`config.mk`:
```
export PLATFORM = sky130hd
export DESIGN_NAME = serial_subtractor
export DESIGN_NICKNAME = d
export VERILOG_FILES = /design/src/rtl/serial_subtractor.sv
export SDC_FILE = /design/constraint.sdc
export NUM_CORES = 1
export LEC_CHECK = 0
export ABC_CLOCK_PERIOD_IN_PS = 3850
export CORE_UTILIZATION = 55
export DETAILED_ROUTE_END_ITERATION = 16
export DONT_BUFFER_PORTS = 1
export MAX_ROUTING_LAYER = met4
export PLACE_DENSITY = 0.76
export SYNTH_ARGS = -nofsm -noshare
export SYNTH_HDL_FRONTEND = slang
export SYNTH_SLANG_ARGS = --single-unit
export TNS_END_PERCENT = 20
```
`constraint.sdc`:
```
create_clock -name clk -period 3.85 [get_ports clk]
set_input_delay 0.385 -clock clk [delete_from_list [all_inputs] [get_ports clk]]
set_output_delay 0.385 -clock clk [all_outputs]
set_load 0.005 [all_outputs]
```
`src/rtl/serial_subtractor.sv`:
```
// Bit-serial subtractor: computes A - B - bi one bit per cycle, LSB first,
// with an active-low enable that freezes all state when high.
module serial_subtractor #(
  parameter int unsigned WIDTH = 8
) (
  input  logic             clk,
  input  logic             rst_n,
  input  logic             el,
  input  logic             start,
  input  logic [WIDTH-1:0] A,
  input  logic [WIDTH-1:0] B,
  input  logic             bi,
  output logic [WIDTH-1:0] D,
  output logic             bo,
  output logic             busy,
  output logic             done,
  output logic             d_bit
);

  localparam int unsigned CW = $clog2(WIDTH);
  localparam logic [CW-1:0] LAST = CW'(WIDTH - 1);

  typedef enum logic [1:0] {
    IDLE  = 2'd0,
    SHIFT = 2'd1,
    DONE  = 2'd2
  } state_t;

  state_t state, state_n;

  logic [WIDTH-1:0] a_sr, b_sr, r_sr;
  logic [CW-1:0]    cnt;
  logic             br;

  logic load_c, step_c, last_c;
  logic diff_c, borrow_c;

  // One full-subtractor cell operating on the current LSBs
  assign diff_c   = a_sr[0] ^ b_sr[0] ^ br;
  assign borrow_c = (~a_sr[0] & b_sr[0]) | (~(a_sr[0] ^ b_sr[0]) & br);
  assign last_c   = (cnt == LAST);

  // State register
  always_ff @(posedge clk or negedge rst_n) begin
    if (!rst_n) begin
      state <= IDLE;
    end else begin
      state <= state_n;
    end
  end

  // Next-state and datapath control; el=1 holds everything
  always_comb begin
    state_n = state;
    load_c  = 1'b0;
    step_c  = 1'b0;
    if (!el) begin
      case (state)
        IDLE: begin
          if (start) begin
            load_c  = 1'b1;
            state_n = SHIFT;
          end
        end
        SHIFT: begin
          step_c = 1'b1;
          if (last_c) begin
            state_n = DONE;
          end
        end
        DONE: begin
          if (start) begin
            load_c  = 1'b1;
            state_n = SHIFT;
          end else begin
            state_n = IDLE;
          end
        end
        default: state_n = IDLE;
      endcase
    end
  end

  // Operand/result shift registers, borrow, counter and registered outputs
  always_ff @(posedge clk or negedge rst_n) begin
    if (!rst_n) begin
      a_sr  <= '0;
      b_sr  <= '0;
      r_sr  <= '0;
      br    <= 1'b0;
      cnt   <= '0;
      D     <= '0;
      bo    <= 1'b0;
      d_bit <= 1'b0;
      busy  <= 1'b0;
      done  <= 1'b0;
    end else begin
      busy <= (state_n == SHIFT);
      done <= (state_n == DONE);
      if (load_c) begin
        a_sr <= A;
        b_sr <= B;
        br   <= bi;
        cnt  <= '0;
      end else if (step_c) begin
        a_sr  <= a_sr >> 1;
        b_sr  <= b_sr >> 1;
        r_sr  <= {diff_c, r_sr[WIDTH-1:1]};
        br    <= borrow_c;
        d_bit <= diff_c;
        cnt   <= cnt + CW'(1);
        if (last_c) begin
          // Final bit goes straight into D alongside the accumulated bits
          D  <= {diff_c, r_sr[WIDTH-1:1]};
          bo <= borrow_c;
        end
      end
    end
  end

endmodule

```
Figure 1. The metal 3 layer.
Drawn at 8 px/um.
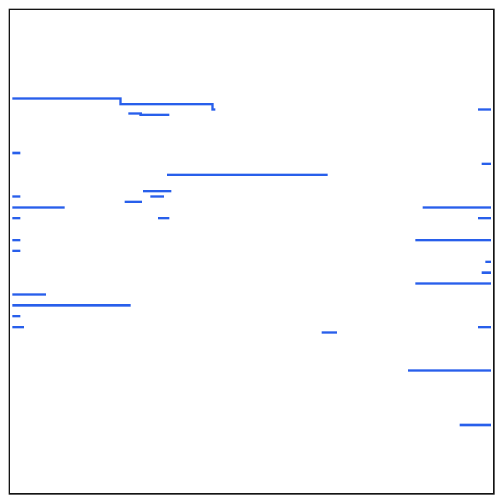
nets with wire on the layer: 26
main direction: horizontal

Figure 2. Cells by drive strength.
Drawn at 6 px/um.
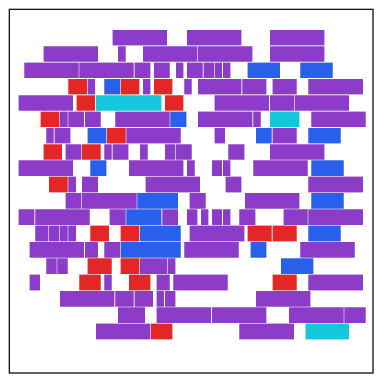
| color | size | cells | share |
|---|---|---|---|
| cyan | _6 and larger | 3 | 2.1% |
| purple | _0 and _1 cells | 106 | 73% |
| blue | _3 and _4 cells | 17 | 12% |
| red | _2 cells | 20 | 14% |

Figure 3. Congestion heat map.
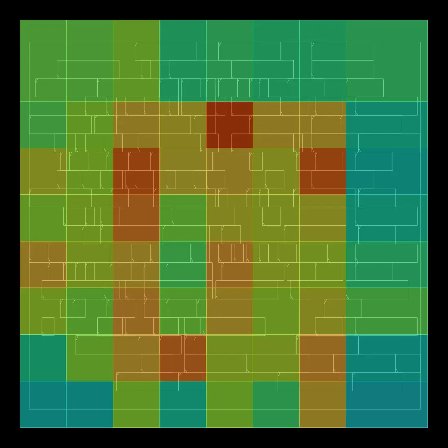
Total Routing Usage GR: 0.191
post-DR wirelength/cell: 15.6 um
GR Layer Usage met1: 0.257

Figure 4. Cells colored by class.
Drawn at 6 px/um. Fill, decap, tap and diode cells in gray.
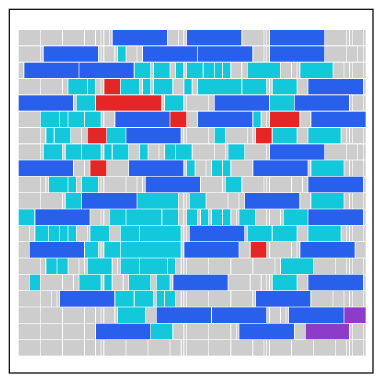
| color | class | cells | share of their area |
|---|---|---|---|
| red | clock drivers and dummy loads | 8 | 4.7% |
| blue | sequential cells | 40 | 52% |
| cyan | combinational and other logic | 96 | 41% |
| purple | remaining buffers and delay cells | 2 | 1.6% |

Figure 5. Gate families picked out.
Drawn at 6 px/um.
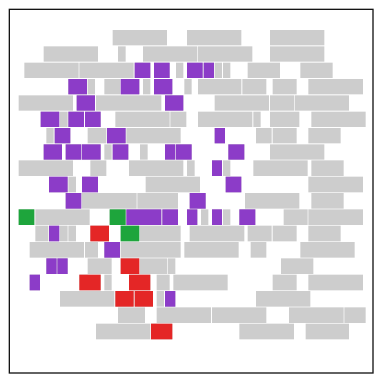
| color | family | cells |
|---|---|---|
| purple | aoi and oai cells | 39 |
| green | and/or cells | 3 |
| red | non-inverting ao/oa cells | 7 |

==> flow_summary.ini <==
; physical design summary
[finish]
nonClkBufAreaFrac = 0.0152
nFillCells = 257
sh_seq_area = 0.508
final_common_cell = dfrtp_1
clock_area_frac = 0.0457
comb_area_um2 = 733
seq_area_um2 = 1000
n_all_buffers = 2
final_core_util = 0.625
n_all_inverters = 16
fin_nets = 169
logic_gates = 80
drive_above_1_share = 0.274
area.growth.synth_to_final_pct = 5.07
reg.largest.list = D: 8 flops, a_sr: 8 flops, b_sr: 8 flops
comb_share = 0.372

[power_and_ir_drop]
peakVddDrop_mv = 0.392
clkPwrFrac = 0.200

[logic_synthesis]
syn_area_per_cell_um2 = 13.0
yosysSeqAreaShare = 0.534
mux_share = 0.110
flop_cell = dfrtp_1
edf_count = 0
aoi_share = 0.188
syn_nets = 168
syn_area_um2 = 1870
ys_sh_adder = 0.0240
async_flop_share = 1.00
ys.warnings.count = 0

[clock_tree]
worstSkewPairLatency_ns = 0.34
hold_buffers = 2
numClockSinks = 40
post_cts_resized = 0
path_clk_slew_ns = 0.13
clockRootBuffer = clkbuf_4
postCtsSetupRepairBufs = 0
cts_inserted_buffers = 5

[place]
io_buffers = 0
dp_hpwl_um = 2060
place_inst = 180
place_ws_ns = 1.85
placed_cell_area_um2 = 1850

[die]
ios = 33
fp.dieH_um = 60.4
core.rowCount = 20
fp_util = 0.594
core_um2 = 3150

[setup_path]
crit_path_start = state[0]
rr_endpoint = r_sr[2]
path_delay_family = simple AND/OR/NAND/NOR gates
worstSetupStartpointType = flip-flop
worst_r2r_startpoint = state[0]
critPathMaxStageDelay_ns = 0.86
cp_slowest_cell = nor3b_4
reg2reg_depth = 2
critPathMaxFanout = 22
worstPathArrival_ns = 2.30
crit_buf_inv = 0
cp.depth = 2
cp_cell_sequence = nor3b_4 -> mux2_2
cp-end-kind = flip-flop

[final_timing]
worst_pin_slew_ns = 0.925
slew_headroom = 0.383
skew_ns = 0.0148
final-hold-violation-count = 0

[drt]
drt_iter0_markers = 35
met1_length_um = 1410
top_layer = met4
vias_per_cell = 5.73
finalWirelength_um = 2970

[grt]
grt_use_met3 = 0.0490
grt_pass1_vias = 1089
grt-ovfl-total = 0
met2_usage = 0.284

[outcome]
outcome = complete, no violations

[job]
cap_violations = 0

[hold_path]
min_path_cells = 2
